--- config.mk ---
export PLATFORM = sky130hd
export DESIGN_NAME = uncache_wbuf_flat
export DESIGN_NICKNAME = d
export VERILOG_FILES = /design/src/rtl/uncache_pkg.sv /design/src/rtl/uncache_wbuf_if.sv /design/src/rtl/uncache_wbuf_fifo.sv /design/src/rtl/uncache_wbuf.sv /design/src/flat_wrapper.sv
export SDC_FILE = /design/constraint.sdc
export NUM_CORES = 1
export LEC_CHECK = 0
export ABC_AREA = 1
export CELL_PAD_IN_SITES_DETAIL_PLACEMENT = 0
export CELL_PAD_IN_SITES_GLOBAL_PLACEMENT = 2
export CORE_ASPECT_RATIO = 0.9
export CORE_UTILIZATION = 33
export DETAILED_ROUTE_END_ITERATION = 16
export GPL_TIMING_DRIVEN = 0
export PLACE_DENSITY_LB_ADDON = 0.1
export SLEW_MARGIN = 5
export SYNTH_ARGS = -nofsm -noshare
export SYNTH_HDL_FRONTEND = slang
export SYNTH_HIERARCHICAL = 1
export SYNTH_SLANG_ARGS = --single-unit
--- constraint.sdc ---
create_clock -name clk -period 9.2 [get_ports clk]
set_input_delay 1.38 -clock clk [delete_from_list [all_inputs] [get_ports clk]]
set_output_delay 1.38 -clock clk [all_outputs]
set_load 0.02 [all_outputs]
--- src/rtl/uncache_pkg.sv ---
// Shared types for the uncached store buffer: the buffered write entry and
// the drain/load FSM state encodings.
package uncache_pkg;

  typedef logic [31:0] virt_t;
  typedef logic [31:0] uint32_t;

  typedef struct packed {
    virt_t       addr;
    logic [2:0]  size;
    logic [3:0]  wstrb;
    uint32_t     data;
  } uncache_wr_entry_t;

  typedef enum logic [1:0] {
    D_IDLE = 2'd0,
    D_REQ  = 2'd1,
    D_RESP = 2'd2
  } wbuf_drain_state_t;

  typedef enum logic [1:0] {
    R_IDLE = 2'd0,
    R_REQ  = 2'd1,
    R_RESP = 2'd2
  } wbuf_rd_state_t;

endpackage

--- src/rtl/uncache_wbuf_if.sv ---
// Uncache read/write port bundle between the store buffer (master) and the
// CPU AXI interface (slave).
interface uncache_wbuf_if;
  import uncache_pkg::*;

  logic        uncache_wr_req;
  virt_t       uncache_wr_addr;
  logic [2:0]  uncache_wr_size;
  logic [3:0]  uncache_wr_wstrb;
  uint32_t     uncache_wr_data;
  logic        uncache_wr_rdy;
  logic        uncache_wr_bvalid;

  logic        uncache_rd_req;
  virt_t       uncache_rd_addr;
  logic [2:0]  uncache_rd_size;
  logic        uncache_rd_rdy;
  logic        uncache_ret_valid;
  uint32_t     uncache_ret_data;

  modport master (
    output uncache_wr_req, uncache_wr_addr, uncache_wr_size, uncache_wr_wstrb, uncache_wr_data,
    input  uncache_wr_rdy, uncache_wr_bvalid,
    output uncache_rd_req, uncache_rd_addr, uncache_rd_size,
    input  uncache_rd_rdy, uncache_ret_valid, uncache_ret_data
  );

  modport slave (
    input  uncache_wr_req, uncache_wr_addr, uncache_wr_size, uncache_wr_wstrb, uncache_wr_data,
    output uncache_wr_rdy, uncache_wr_bvalid,
    input  uncache_rd_req, uncache_rd_addr, uncache_rd_size,
    output uncache_rd_rdy, uncache_ret_valid, uncache_ret_data
  );

endinterface

--- src/rtl/uncache_wbuf_fifo.sv ---
// Register FIFO of uncached write entries; also exports per-entry valid bits
// and word addresses so the top can compare a load against pending stores.
module wbuf_fifo
  import uncache_pkg::*;
#(
  parameter  int DEPTH = 4,
  localparam int PTR_W = $clog2(DEPTH),
  localparam int CNT_W = PTR_W + 1
) (
  input  logic                    clk,
  input  logic                    reset,
  input  logic                    push,
  input  uncache_wr_entry_t       push_entry,
  input  logic                    pop,
  output uncache_wr_entry_t       head,
  output logic [CNT_W-1:0]        count,
  output logic [DEPTH-1:0]        entry_vld,
  output logic [DEPTH-1:0][29:0]  entry_waddr
);

  uncache_wr_entry_t mem [DEPTH];

  logic [PTR_W-1:0] wr_ptr_q, wr_ptr_d;
  logic [PTR_W-1:0] rd_ptr_q, rd_ptr_d;
  logic [CNT_W-1:0] count_q, count_d;

  always_comb begin
    wr_ptr_d = wr_ptr_q + PTR_W'(push);
    rd_ptr_d = rd_ptr_q + PTR_W'(pop);
    count_d  = count_q + CNT_W'(push) - CNT_W'(pop);
  end

  always_ff @(posedge clk or posedge reset) begin
    if (reset) begin
      wr_ptr_q <= '0;
      rd_ptr_q <= '0;
      count_q  <= '0;
    end else begin
      wr_ptr_q <= wr_ptr_d;
      rd_ptr_q <= rd_ptr_d;
      count_q  <= count_d;
    end
  end

  // Entry storage carries no reset; validity comes from the pointers alone.
  always_ff @(posedge clk) begin
    if (push) mem[wr_ptr_q] <= push_entry;
  end

  assign head  = mem[rd_ptr_q];
  assign count = count_q;

  for (genvar i = 0; i < DEPTH; i++) begin : g_entry
    logic [PTR_W-1:0] age;
    assign age            = PTR_W'(i) - rd_ptr_q;
    assign entry_vld[i]   = CNT_W'(age) < count_q;
    assign entry_waddr[i] = mem[i].addr[31:2];
  end

endmodule

--- src/rtl/uncache_wbuf.sv ---
// Uncached store buffer and in-order load sequencer in front of the AXI uncache ports.
// Optional: define UNCACHE_WBUF_LD_BYPASS_EN to let non-conflicting loads pass pending stores.
module uncache_wbuf
  import uncache_pkg::*;
#(
  parameter int DEPTH = 4
) (
  input  logic                 clk,
  input  logic                 reset,
  input  logic                 st_req,
  input  virt_t                st_addr,
  input  logic [2:0]           st_size,
  input  logic [3:0]           st_wstrb,
  input  uint32_t              st_data,
  output logic                 st_ready,
  input  logic                 ld_req,
  input  virt_t                ld_addr,
  input  logic [2:0]           ld_size,
  output logic                 ld_ready,
  output logic                 ld_valid,
  output uint32_t              ld_data,
  output logic                 wbuf_empty,
  uncache_wbuf_if.master       axi
);

  localparam int PTR_W = $clog2(DEPTH);
  localparam int CNT_W = PTR_W + 1;

  wbuf_drain_state_t drain_q, drain_d;
  wbuf_rd_state_t    rd_q, rd_d;

  logic                   push, pop, ld_accept, hit;
  uncache_wr_entry_t      push_entry, head;
  logic [CNT_W-1:0]       count, count_nxt;
  logic [DEPTH-1:0]       entry_vld;
  logic [DEPTH-1:0][29:0] entry_waddr;

  virt_t      rd_addr_q, rd_addr_d;
  logic [2:0] rd_size_q, rd_size_d;
  logic       ld_valid_q, ld_valid_d;
  uint32_t    ld_data_q, ld_data_d;

  // Stores are held off while a load is in flight so program order is kept.
  assign st_ready   = !reset && (count < CNT_W'(DEPTH)) && (rd_q == R_IDLE);
  assign push       = st_req && st_ready;
  assign push_entry = '{addr: st_addr, size: st_size, wstrb: st_wstrb, data: st_data};
  assign pop        = (drain_q == D_RESP) && axi.uncache_wr_bvalid;
  assign count_nxt  = count + CNT_W'(push) - CNT_W'(pop);

  wbuf_fifo #(.DEPTH(DEPTH)) u_fifo (
    .clk         (clk),
    .reset       (reset),
    .push        (push),
    .push_entry  (push_entry),
    .pop         (pop),
    .head        (head),
    .count       (count),
    .entry_vld   (entry_vld),
    .entry_waddr (entry_waddr)
  );

  assign wbuf_empty = (count == '0) && (drain_q == D_IDLE);

  // The head stays in the FIFO until its response, so in-flight stores are covered.
  always_comb begin
    hit = 1'b0;
    for (int i = 0; i < DEPTH; i++) begin
      if (entry_vld[i] && (entry_waddr[i] == ld_addr[31:2])) hit = 1'b1;
    end
  end

`ifdef UNCACHE_WBUF_LD_BYPASS_EN
  assign ld_ready = !reset && (rd_q == R_IDLE) && !st_req && !hit;
`else
  // An empty buffer never hits; both builds share the one compare path.
  assign ld_ready = !reset && (rd_q == R_IDLE) && !st_req && wbuf_empty && !hit;
`endif
  assign ld_accept = ld_req && ld_ready;

  always_comb begin
    drain_d = drain_q;
    unique case (drain_q)
      D_IDLE:  if (count != '0) drain_d = D_REQ;
      D_REQ:   if (axi.uncache_wr_rdy) drain_d = D_RESP;
      D_RESP:  if (axi.uncache_wr_bvalid) drain_d = (count_nxt != '0) ? D_REQ : D_IDLE;
      default: drain_d = D_IDLE;
    endcase
  end

  always_comb begin
    rd_d       = rd_q;
    rd_addr_d  = rd_addr_q;
    rd_size_d  = rd_size_q;
    ld_valid_d = 1'b0;
    ld_data_d  = ld_data_q;
    unique case (rd_q)
      R_IDLE: begin
        if (ld_accept) begin
          rd_d      = R_REQ;
          rd_addr_d = ld_addr;
          rd_size_d = ld_size;
        end
      end
      R_REQ:  if (axi.uncache_rd_rdy) rd_d = R_RESP;
      R_RESP: begin
        if (axi.uncache_ret_valid) begin
          rd_d       = R_IDLE;
          ld_valid_d = 1'b1;
          ld_data_d  = axi.uncache_ret_data;
        end
      end
      default: rd_d = R_IDLE;
    endcase
  end

  always_ff @(posedge clk or posedge reset) begin
    if (reset) begin
      drain_q    <= D_IDLE;
      rd_q       <= R_IDLE;
      ld_valid_q <= 1'b0;
      ld_data_q  <= '0;
    end else begin
      drain_q    <= drain_d;
      rd_q       <= rd_d;
      ld_valid_q <= ld_valid_d;
      ld_data_q  <= ld_data_d;
    end
  end

  always_ff @(posedge clk) begin
    rd_addr_q <= rd_addr_d;
    rd_size_q <= rd_size_d;
  end

  assign axi.uncache_wr_req   = (drain_q == D_REQ);
  assign axi.uncache_wr_addr  = head.addr;
  assign axi.uncache_wr_size  = head.size;
  assign axi.uncache_wr_wstrb = head.wstrb;
  assign axi.uncache_wr_data  = head.data;

  assign axi.uncache_rd_req   = (rd_q == R_REQ);
  assign axi.uncache_rd_addr  = rd_addr_q;
  assign axi.uncache_rd_size  = rd_size_q;

  assign ld_valid = ld_valid_q;
  assign ld_data  = ld_data_q;

endmodule

--- src/flat_wrapper.sv ---
// flat-port wrapper written by rule: the top's interface ports become plain ports
module uncache_wbuf_flat import uncache_pkg::*;
#(
  parameter int DEPTH = 4
)
  (clk, reset, st_req, st_addr, st_size, st_wstrb, st_data, st_ready, ld_req, ld_addr, ld_size, ld_ready, ld_valid, ld_data, wbuf_empty, axi_uncache_wr_req, axi_uncache_wr_addr, axi_uncache_wr_size, axi_uncache_wr_wstrb, axi_uncache_wr_data, axi_uncache_wr_rdy, axi_uncache_wr_bvalid, axi_uncache_rd_req, axi_uncache_rd_addr, axi_uncache_rd_size, axi_uncache_rd_rdy, axi_uncache_ret_valid, axi_uncache_ret_data);
  uncache_wbuf_if axi_i ();
  input  logic clk;
  input  logic reset;
  input  logic st_req;
  input  virt_t st_addr;
  input  logic [2:0] st_size;
  input  logic [3:0] st_wstrb;
  input  uint32_t st_data;
  output logic st_ready;
  input  logic ld_req;
  input  virt_t ld_addr;
  input  logic [2:0] ld_size;
  output logic ld_ready;
  output logic ld_valid;
  output uint32_t ld_data;
  output logic wbuf_empty;
  output wire logic [$bits(axi_i.uncache_wr_req)-1:0] axi_uncache_wr_req;
  output wire logic [$bits(axi_i.uncache_wr_addr)-1:0] axi_uncache_wr_addr;
  output wire logic [$bits(axi_i.uncache_wr_size)-1:0] axi_uncache_wr_size;
  output wire logic [$bits(axi_i.uncache_wr_wstrb)-1:0] axi_uncache_wr_wstrb;
  output wire logic [$bits(axi_i.uncache_wr_data)-1:0] axi_uncache_wr_data;
  input wire logic [$bits(axi_i.uncache_wr_rdy)-1:0] axi_uncache_wr_rdy;
  input wire logic [$bits(axi_i.uncache_wr_bvalid)-1:0] axi_uncache_wr_bvalid;
  output wire logic [$bits(axi_i.uncache_rd_req)-1:0] axi_uncache_rd_req;
  output wire logic [$bits(axi_i.uncache_rd_addr)-1:0] axi_uncache_rd_addr;
  output wire logic [$bits(axi_i.uncache_rd_size)-1:0] axi_uncache_rd_size;
  input wire logic [$bits(axi_i.uncache_rd_rdy)-1:0] axi_uncache_rd_rdy;
  input wire logic [$bits(axi_i.uncache_ret_valid)-1:0] axi_uncache_ret_valid;
  input wire logic [$bits(axi_i.uncache_ret_data)-1:0] axi_uncache_ret_data;
  assign axi_uncache_wr_req = axi_i.uncache_wr_req;
  assign axi_uncache_wr_addr = axi_i.uncache_wr_addr;
  assign axi_uncache_wr_size = axi_i.uncache_wr_size;
  assign axi_uncache_wr_wstrb = axi_i.uncache_wr_wstrb;
  assign axi_uncache_wr_data = axi_i.uncache_wr_data;
  assign axi_i.uncache_wr_rdy = axi_uncache_wr_rdy;
  assign axi_i.uncache_wr_bvalid = axi_uncache_wr_bvalid;
  assign axi_uncache_rd_req = axi_i.uncache_rd_req;
  assign axi_uncache_rd_addr = axi_i.uncache_rd_addr;
  assign axi_uncache_rd_size = axi_i.uncache_rd_size;
  assign axi_i.uncache_rd_rdy = axi_uncache_rd_rdy;
  assign axi_i.uncache_ret_valid = axi_uncache_ret_valid;
  assign axi_i.uncache_ret_data = axi_uncache_ret_data;
  uncache_wbuf #(.DEPTH(DEPTH)) u_core (.clk(clk), .reset(reset), .st_req(st_req), .st_addr(st_addr), .st_size(st_size), .st_wstrb(st_wstrb), .st_data(st_data), .st_ready(st_ready), .ld_req(ld_req), .ld_addr(ld_addr), .ld_size(ld_size), .ld_ready(ld_ready), .ld_valid(ld_valid), .ld_data(ld_data), .wbuf_empty(wbuf_empty), .axi(axi_i));
endmodule
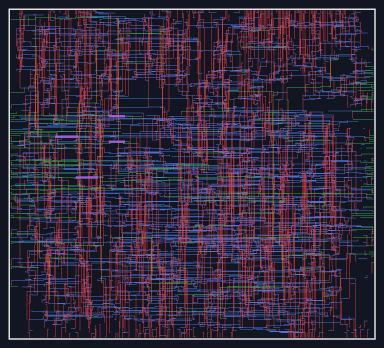
**Above:** signal wires by layer.
Drawn at 1.5 px/µm.
red -> metal 2  # wire length 25.0 mm
orange -> metal 4  # wire length 843 µm
blue -> metal 1  # wire length 24.5 mm
purple -> metal 5  # wire length 45.1 µm
green -> metal 3  # wire length 2870 µm

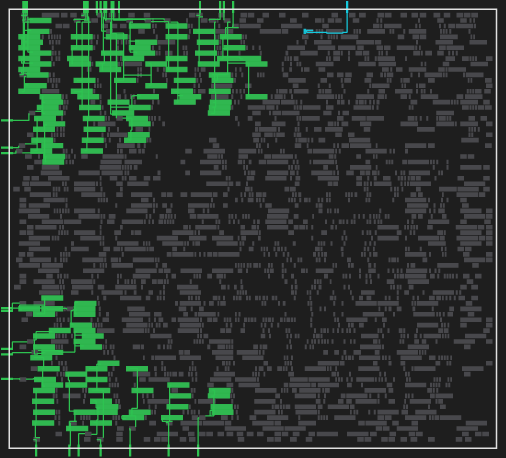
**Above:** nets reached from selected ports.
Drawn at 2 px/µm.
green -> st_data  # bits 32, direction input, end cells 128, buffers 32, wire 1570 µm
cyan -> axi_uncache_wr_rdy  # bits 1, direction input, end cells 1, buffers 1, wire 37.3 µm

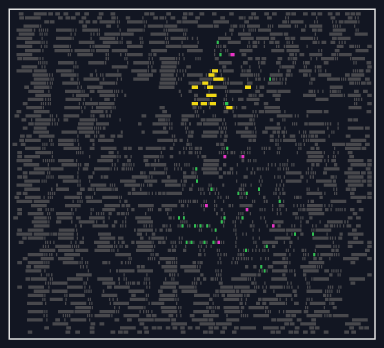
**Above:** logic cells by family.
Drawn at 1.5 px/µm.
magenta -> AND and OR gates  # cells 7, most used or2_2
green -> inverting AOI/OAI gates  # cells 33, most used o21ai_0
yellow -> adder and majority cells  # cells 12, most used ha_1, where top middle

==> ci_impl_report.md <==
## Implementation flow summary

| Metric | Value |
|---|---|
| Status | `finished clean` |
| Int Power | `3.92 mW` |
| Top-area cell share | `55.6%` |
| DRC Markers | `0` |
| Pre-antenna DRT Iters | `5` |
| Main synth FF type | `edfxtp_1` |
| Syn Inst Count | `1851` |
| Largest stage delay, worst path | `0.58 ns` |
| Global-route wire length before repair | `77.6 mm` |
| Final worst-path cycle share | `57.1%` |
| Sw Pwr | `2.39 mW` |
| Mapped Area | `17200 µm²` |
| Minimum clock period | `5.25 ns` |
| Total number of vias | `12700` |
| PnR worst setup slack | `3.95 ns` |
| Htree depth | `2` |
| Peak VDD IR | `0.000133 V` |
| Total grt overflow | `0` |
| Setup Viol. Count Final | `0` |
| Critical path launch point type | `input pin` |
| Critical path, cell by cell | `clkdlybuf4s50_1 -> inv_1 -> nand2_1 -> nand2_1 -> nor2_1 -> nand2_1 -> nor2_1 -> nand2_1 -> nor2_1 -> nor2_1 -> nand3_1 -> inv_1 -> clkdlybuf4s50_1` |
| # IOs | `290` |
| Combinational share of power | `41.7%` |
| Hold slack | `0.467 ns` |
| Final HPWL DP | `40.2 mm` |
| I/O Buffers | `289` |
| Worst Path Max Fanout | `5` |
| Critical path endpoint category | `primary output` |
| DR WL/cell | `18.1 µm` |
| Largest net degree at the start of global routing | `38` |
| TritonCTS clock tree | `built` |
| Core ar. | `51600 µm²` |
| Final Slew Violations | `0` |
| Clock transition at path regs | `0.06 ns` |
## power groups by stage
| stage | Combinational (mW) | Sequential [mW] | Clock, mW |
|---|---|---|---|
| global placement | 2.63 | 2.16 | 0 |
| finish | 2.63 | 2.09 | 1.58 |
| CTS | 2.69 | 2.09 | 1.63 |
| detailed placement | 2.68 | 2.12 | 0 |
| global route | 2.89 | 2.11 | 1.69 |
| floorplan | 1.35 | 2.22 | 0 |
## cell families after synthesis
family / after synthesis / synth area share [%]
simple gates: 1109 / 24.7
buf+inv: 304 / 9.84
fa+ha+maj: 12 / 0.959
xor+xnor: 29 / 1.47
compound gates: 34 / 1.02
flops: 363 / 62.0
## worst max-delay path, delay by kind of cell
family | cells | cell delay [ns]
buffers and inverters | 4 | 1.31
AND/OR/NAND/NOR | 9 | 1.19
## per-layer routing
layer  part of all wire [%]  GRT usage, %
met5                  0.084             0
met4                    1.6          4.80
met3                    5.4          3.89
met2                     47          32.5
met1                     46          27.4
## sequential cells by signal, indices dropped and copies added, names as in the netlist
signal and flops:
u_core/u_fifo/mem 284, u_core/axi.uncache_rd_addr 32, u_core/ld_data 32, u_core/axi.uncache_rd_size 3, u_core/u_fifo/count 3, u_core/drain_q 2
u_core/rd_q 2, u_core/u_fifo/rd_ptr_q 2, u_core/u_fifo/wr_ptr_q 2, u_core/ld_valid 1
## path summary, 6_finish.rpt
path | end | cells past startpoint
hold / removal | u_core/ld_data[1]$_DFFE_PP0P_ | 2
min in group asynchronous | u_core/u_fifo/rd_ptr_q[0]$_DFF_PP0_ | 2
setup / recovery | ld_ready | 13
hold reg to reg | u_core/ld_data[1]$_DFFE_PP0P_ | 2
setup reg to reg | u_core/u_fifo/mem[3][4]$_DFFE_PP_ | 11
max in group asynchronous | u_core/ld_data[23]$_DFFE_PP0P_ | 2
## cell usage in the layout (no fill, tap or decap), types with 4 or more instances in the layout
cell / n
buf_4: 136
clkinv_1: 5
nand4_1: 9
nand2_1: 993
nand3_1: 8
dfrtp_1: 44
clkbuf_16: 42
buf_1: 7
buf_6: 29
inv_1: 126
clkinv_2: 5
edfxtp_1: 319
xor2_1: 15
nor3_2: 5
clkdlybuf4s50_1: 289
ha_1: 10
xnor2_1: 14
inv_2: 4
o21ai_0: 31
clkbuf_1: 25
or2_2: 6
nor3_1: 5
buf_2: 23
nor2_1: 79
## stage by stage
step / area (µm²) / util (%) / cells / total power, mW
2_1_floorplan: 17200 / - / 1851 / 3.57
3_3_place_gp: 21000 / 40.7 / 2828 / 4.79
3_5_place_dp: 21400 / 41.4 / 2865 / 4.81
4_1_cts: 22700 / 43.9 / 2937 / 6.42
5_1_grt: 22700 / 43.9 / 2937 / 6.69
6_report: 22700 / 43.9 / 2937 / 6.31
## cell type report
| cell class | count | area (µm²) |
|---|---|---|
| Clock inverter | 15 | 148 |
| Multi-Input combinational cell | 1184 | 4870 |
| Tap cell | 688 | 861 |
| Inverter | 131 | 494 |
| Buffer | 173 | 1200 |
| Clock buffer | 57 | 1130 |
| Sequential cell | 363 | 10700 |
| Timing Repair Buffer | 326 | 3270 |
| Fill cell | 5091 | 28900 |
Power figures rest on the tool's default switching activity, not on a simulated workload.
